Figure 1. Register map, names as in the netlist (run 1).
The bar under the picture is 50 microns long. Other sequential cells in the stronger gray, the rest of the logic in the fainter gray.
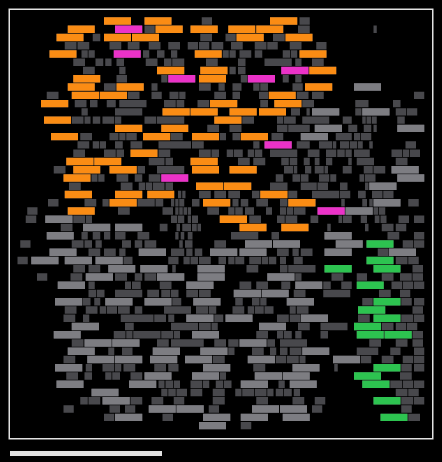
Figure 2. Congestion heat map (run 1).
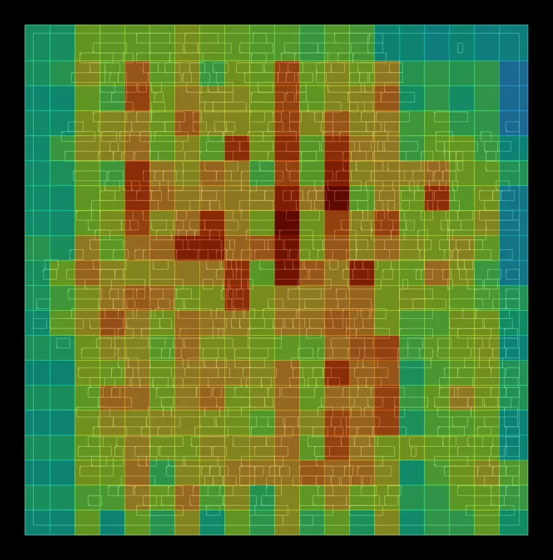
Figure 3. Routed metal, one color a layer (run 1).
The bar under the picture is 50 microns long. Two of the layers only.
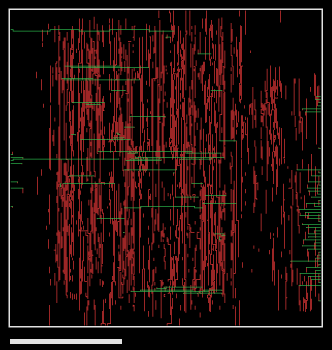
===== src/rtl/mac_feeder.sv =====
// rtl/mac_feeder.sv - operand sequencer feeding the mac accumulator
//
// Holds operand vectors A and B written by the host. A start request clears
// the mac, streams A[i]/B[i] one pair per cycle, waits one cycle for the final
// accumulate, captures acc/of into a held result and pulses done.
// Zeros are driven to the mac whenever not streaming.
//
// Ports:
//   clk, r                  clock (rising edge), async active-low reset
//   wr_en/wr_sel/wr_addr/wr_data  host buffer write (sel 0 = A, 1 = B), IDLE only
//   len, start              run length and run request (sampled in IDLE)
//   busy                    high whenever not IDLE
//   mac_clr, mac_a, mac_b   clear and operands to the mac
//   acc_in, of_in           mac accumulator value and overflow flag
//   result, result_of, done captured result, overflow, one-cycle valid pulse
//   err                     sticky bad-length flag
//
// Optional: MAC_FEEDER_LENCHK_EN rejects starts with len=0 or len>DEPTH and
// sets err; without it err is 0 and such lengths run empty/clamped.

module mac_feeder #(
  parameter int DEPTH = 8,
  parameter int AW    = 3,
  parameter int DW    = 8
) (
  input  logic          clk,
  input  logic          r,
  input  logic          wr_en,
  input  logic          wr_sel,
  input  logic [AW-1:0] wr_addr,
  input  logic [DW-1:0] wr_data,
  input  logic [AW:0]   len,
  input  logic          start,
  output logic          busy,
  output logic          mac_clr,
  output logic [DW-1:0] mac_a,
  output logic [DW-1:0] mac_b,
  input  logic [15:0]   acc_in,
  input  logic          of_in,
  output logic [15:0]   result,
  output logic          result_of,
  output logic          done,
  output logic          err
);

  typedef enum logic [2:0] {
    S_IDLE,
    S_CLR,
    S_STREAM,
    S_DRAIN,
    S_DONE
  } state_e;

  localparam logic [AW:0] DEPTH_L = (AW+1)'(DEPTH);
  localparam logic [AW:0] ONE_L   = (AW+1)'(1);

  state_e        state_q, state_d;
  logic [AW:0]   cnt_q, cnt_d;
  logic [AW:0]   idx_q, idx_d;
  logic          err_q, err_d;
  logic [15:0]   result_q, result_d;
  logic          result_of_q, result_of_d;
  logic          busy_q, mac_clr_q, done_q;
  logic [DW-1:0] mac_a_q, mac_a_d;
  logic [DW-1:0] mac_b_q, mac_b_d;
  logic [DW-1:0] buf_a_q [DEPTH];
  logic [DW-1:0] buf_b_q [DEPTH];
  logic [AW:0]   len_clamped;

  assign len_clamped = (len > DEPTH_L) ? DEPTH_L : len;

`ifdef MAC_FEEDER_LENCHK_EN
  logic len_bad;
  assign len_bad = (len == '0) || (len > DEPTH_L);
`endif

  always_comb begin
    state_d     = state_q;
    cnt_d       = cnt_q;
    idx_d       = idx_q;
    err_d       = err_q;
    result_d    = result_q;
    result_of_d = result_of_q;
    unique case (state_q)
      S_IDLE: begin
        if (start) begin
`ifdef MAC_FEEDER_LENCHK_EN
          if (len_bad) begin
            err_d = 1'b1;
          end else begin
            err_d   = 1'b0;
            cnt_d   = len_clamped;
            idx_d   = '0;
            state_d = S_CLR;
          end
`else
          cnt_d   = len_clamped;
          idx_d   = '0;
          state_d = S_CLR;
`endif
        end
      end
      S_CLR: begin
        idx_d   = '0;
        // an empty run skips straight to the capture cycle
        state_d = (cnt_q == '0) ? S_DRAIN : S_STREAM;
      end
      S_STREAM: begin
        if (idx_q == cnt_q - ONE_L) state_d = S_DRAIN;
        else                        idx_d   = idx_q + ONE_L;
      end
      S_DRAIN: begin
        // last operand pair was accumulated on the previous edge
        result_d    = acc_in;
        result_of_d = of_in;
        state_d     = S_DONE;
      end
      S_DONE:  state_d = S_IDLE;
      default: state_d = S_IDLE;
    endcase
  end

  // outputs are registered from the next state so they line up with it
  always_comb begin
    mac_a_d = '0;
    mac_b_d = '0;
    if (state_d == S_STREAM) begin
      mac_a_d = buf_a_q[idx_d[AW-1:0]];
      mac_b_d = buf_b_q[idx_d[AW-1:0]];
    end
  end

  always_ff @(posedge clk or negedge r) begin
    if (!r) begin
      state_q     <= S_IDLE;
      cnt_q       <= '0;
      idx_q       <= '0;
      err_q       <= 1'b0;
      result_q    <= '0;
      result_of_q <= 1'b0;
      busy_q      <= 1'b0;
      mac_clr_q   <= 1'b0;
      done_q      <= 1'b0;
      mac_a_q     <= '0;
      mac_b_q     <= '0;
      for (int i = 0; i < DEPTH; i++) begin
        buf_a_q[i] <= '0;
        buf_b_q[i] <= '0;
      end
    end else begin
      state_q     <= state_d;
      cnt_q       <= cnt_d;
      idx_q       <= idx_d;
      err_q       <= err_d;
      result_q    <= result_d;
      result_of_q <= result_of_d;
      busy_q      <= (state_d != S_IDLE);
      mac_clr_q   <= (state_d == S_CLR);
      done_q      <= (state_d == S_DONE);
      mac_a_q     <= mac_a_d;
      mac_b_q     <= mac_b_d;
      // buffers are frozen for the duration of a run
      if (wr_en && (state_q == S_IDLE)) begin
        if (wr_sel) buf_b_q[wr_addr] <= wr_data;
        else        buf_a_q[wr_addr] <= wr_data;
      end
    end
  end

  assign busy      = busy_q;
  assign mac_clr   = mac_clr_q;
  assign mac_a     = mac_a_q;
  assign mac_b     = mac_b_q;
  assign result    = result_q;
  assign result_of = result_of_q;
  assign done      = done_q;
  assign err       = err_q;

endmodule


===== config.mk =====
export PLATFORM = sky130hd
export DESIGN_NAME = mac_feeder
export DESIGN_NICKNAME = d
export VERILOG_FILES = /design/src/rtl/mac_feeder.sv
export SDC_FILE = /design/constraint.sdc
export NUM_CORES = 1
export LEC_CHECK = 0
export CAP_MARGIN = 20
export CORE_AREA = 2 2 137 139
export CTS_BUF_LIST = sky130_fd_sc_hd__clkbuf_16
export DETAILED_ROUTE_END_ITERATION = 8
export DIE_AREA = 0 0 139 141
export SYNTH_ARGS = -nofsm -noshare
export SYNTH_HDL_FRONTEND = slang
export SYNTH_SLANG_ARGS = --single-unit

===== constraint.sdc =====
create_clock -name clk -period 3.7 [get_ports clk]
set_input_delay 0.555 -clock clk [delete_from_list [all_inputs] [get_ports clk]]
set_output_delay 0.555 -clock clk [all_outputs]
set_load 0.005 [all_outputs]

==> flow_summary.toml, run 1 <==
# synthesis and place-and-route metrics
[timing]
finalMaxSlewViolations = 0
setup_ws_ns = 0.578
setup_viol_count_final = 0
fin_setup_tns_ns = 0
finClkSkew_ns = 0.0100
rsz0062_at_grt = "no"
finalHoldViolCount = 0
hold_slack_ns = 0.199

[synthesis]
ys_area_sq_um = 8040
yosysWarnings = 0
fp_nets = 659
synth_top_area_share_pct = 54.5
ys_sh_xor_pct = 0.638

[die]
num_io_pins = 74
taps = 234
num_rows = 50
die_y_microns = 141
chipArea_sq_um = 19600
core_sq_um = 18300
fp_util_pct = 44.0

[run_status]
status = "complete, no violations"

[detailed_routing]
drc = 0

[clock_tree]
cts_resized = 0
clock_latency_ns = 0.43
cts_tree = "done"
clock_sinks = 175

[setup_path]
r2r-end = "mac_b[5]"
rr_startpoint = "cnt_q[0]"
cpPeakStageDelay_ns = 0.44
path_depth = 10
crit_path_end_kind = "flip-flop"
crit_start = "cnt_q[0]"
critPathSlowestCell = "nor4_1"
r2r_slack_ns = 0.58
cpMostUsedCell = "nor4_1"
cp_max_fo = 21

[layout]
ff_count = 175
clock_buffer_count = 17
diodes = 0
design_area_sq_um = 9620
bufAreaShareNonClock_pct = 9.33
final_cell_mix = "dfrtp_1 (175), mux2_2 (142), clkdlybuf4s50_1 (71), and3_1 (65), a211oi_1 (33)"

[global_route]
antenna_found_initial = 1
grt_pass1_wl_microns = 32100

[placement]
io_buffers = 72
place_area_sq_um = 8990

[power_and_ir_drop]
total_power_mw = 8.06
-- Figure 1 (at the start) --
[green] result | flops: 16
[orange] buf_b_q | flops: 64
[magenta] mac_b | flops: 8 | where: top middle

-- Figure 2 (at the start) --
Tot GR Track Use: 21.0%
Final Util: 52.7%
M2 GR Usage: 34.6%
per-cell routed wire length: 20.9 microns

-- Figure 3 (at the start) --
[red] met2 | wire length: 9480 microns
[green] met3 | wire length: 954 microns
wirelength, routed: 19500 microns
vias: 5310

[run 1: flip-flops by register name, summed over array words and instances, names as in the netlist]
name       cells
buf_a_q       64
buf_b_q       64
result        16
mac_a          8
mac_b          8
cnt_q          4
idx_q          4
state_q        3
busy           1
done           1
mac_clr        1
result_of      1
[run 1: power breakdown]
group	internal, mW	switching (mW)
combinational	1.44	1.64
clock	1.09	0.813
sequential	2.68	0.391
total	5.22	2.84
[run 1: layer usage]
metal | part of all wire (%) | GRT usage, % | up-vias
met5 | 0 | 0 | -
met4 | 0.79 | 5.74 | 0
met3 | 4.9 | 3.43 | 12
met2 | 49 | 34.6 | 142
met1 | 46 | 29.0 | 2712
li1 | - | - | 2444
## Run 2: what changed since run 1
Clock period 3.7 ns to 2.88 ns, I/O delays scaled along.
Figure 4. Register map, names as in the netlist (run 2).
The bar under the picture is 50 microns long. Other sequential cells in the stronger gray, the rest of the logic in the fainter gray.
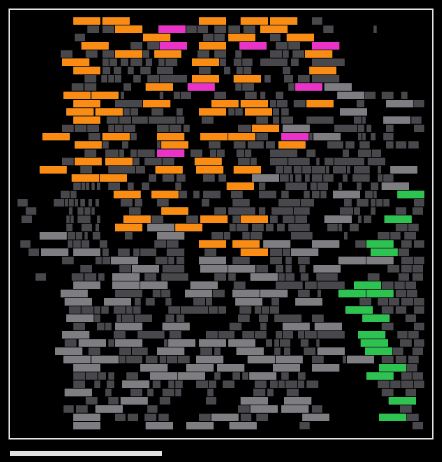
[magenta] mac_b | flops: 8 | where: top middle
[green] result | flops: 16
[orange] buf_b_q | flops: 64

==> flow_summary.toml, run 2 <==
# synthesis and place-and-route metrics
[detailed_routing]
wl_met3_microns = 905
wl_microns = 19100
routed.top_layer = "met4"
drc = 0
routed-wl-met2_microns = 9170
vias = 5375
wl_met1_microns = 8830

[timing]
rsz0062_at_grt = "yes"
setup_ws_ns = 0.130
setup_viol_count_final = 0
finClkSkew_ns = 0.00961
finalHoldViolCount = 0

[setup_path]
rr_startpoint = "cnt_q[0]"
r2r-end = "mac_b[5]"
cp_max_fo = 17
r2r_slack_ns = 0.13
crit_start = "cnt_q[0]"

[global_route]
grtUsageTotal_pct = 20.3
use_met3_pct = 5.06
grt_pass1_wl_microns = 31000
use_met1_pct = 27.6
antenna_found_initial = 0
groute.layer.met2.usage_pct = 32.7

[layout]
diodes = 0
clock_buffer_count = 17
bufAreaShareNonClock_pct = 10.7
final_cell_mix = "dfrtp_1 (175), mux2_2 (142), clkdlybuf4s50_1 (71), and3_1 (65), a211oi_1 (32)"
design_area_sq_um = 9830

[power_and_ir_drop]
total_power_mw = 10.5

[die]
num_io_pins = 74
die_y_microns = 141
fp_util_pct = 44.0
taps = 234

[synthesis]
fp_nets = 659
synth_top_area_share_pct = 54.5
ys_sh_xor_pct = 0.638
yosysWarnings = 0
ys_area_sq_um = 8040

[placement]
place_area_sq_um = 9140

[run_status]
status = "complete, no violations"

[clock_tree]
clock_latency_ns = 0.42
Figure 5. Placement by cell class (run 2).
The bar under the picture is 50 microns long. Fill, decap, tap and diode cells in gray.
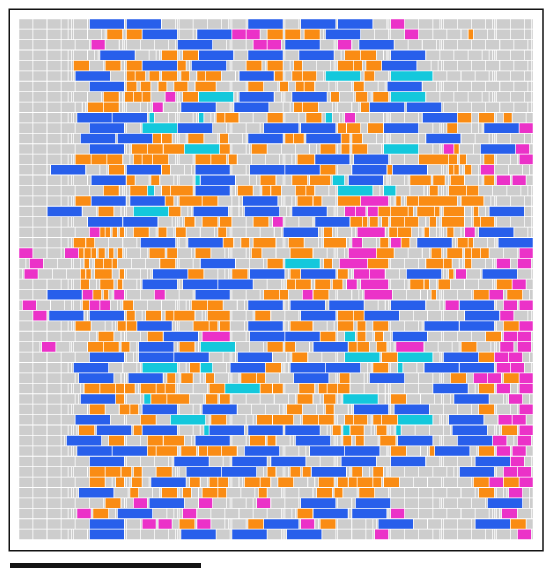
[cyan] clock drivers and dummy loads | cells: 32 | share of their area: 5.6%
[blue] flip-flops | cells: 175 | share of their area: 46%
[magenta] other buffers and delay cells | cells: 102 | share of their area: 11%
[orange] all other logic | cells: 397 | share of their area: 37%
Final Util: 53.8%
sequential cell area share: 44.5%
core area: 18300 sq um
Core Rows: 50

## run 2: report_power, final
group          leakage, nW  total (mW)  switching, mW  internal [mW]
logic                 1.99        4.44           2.28           2.16
registers             2.27        3.96          0.511           3.45
clock network        0.273        2.09          0.926           1.17
total                 4.53        10.5           3.71           6.78
## run 2: worst max-delay path, stage by stage, from the launching register on
cell and delay [ns]:
dfrtp_1 0.35, inv_1 0.06, ha_1 0.35, xnor2_4 0.17, nor3_1 0.35, a221oi_2 0.11, mux2i_1 0.15, or2_1 0.28
buf_12 0.18, o41ai_2 0.39, buf_4 0.17, nor4_1 0.04
## run 2: timing repair
| item | 4_1_cts | 5_1_grt |
|---|---|---|
| buffers inserted | 0 | 0 |
| pin swaps | 0 | 1 |
| setup endpoints to repair | 6 | 16 |
| resized | 4 | 23 |
Power is estimated from default activity; no workload was simulated.
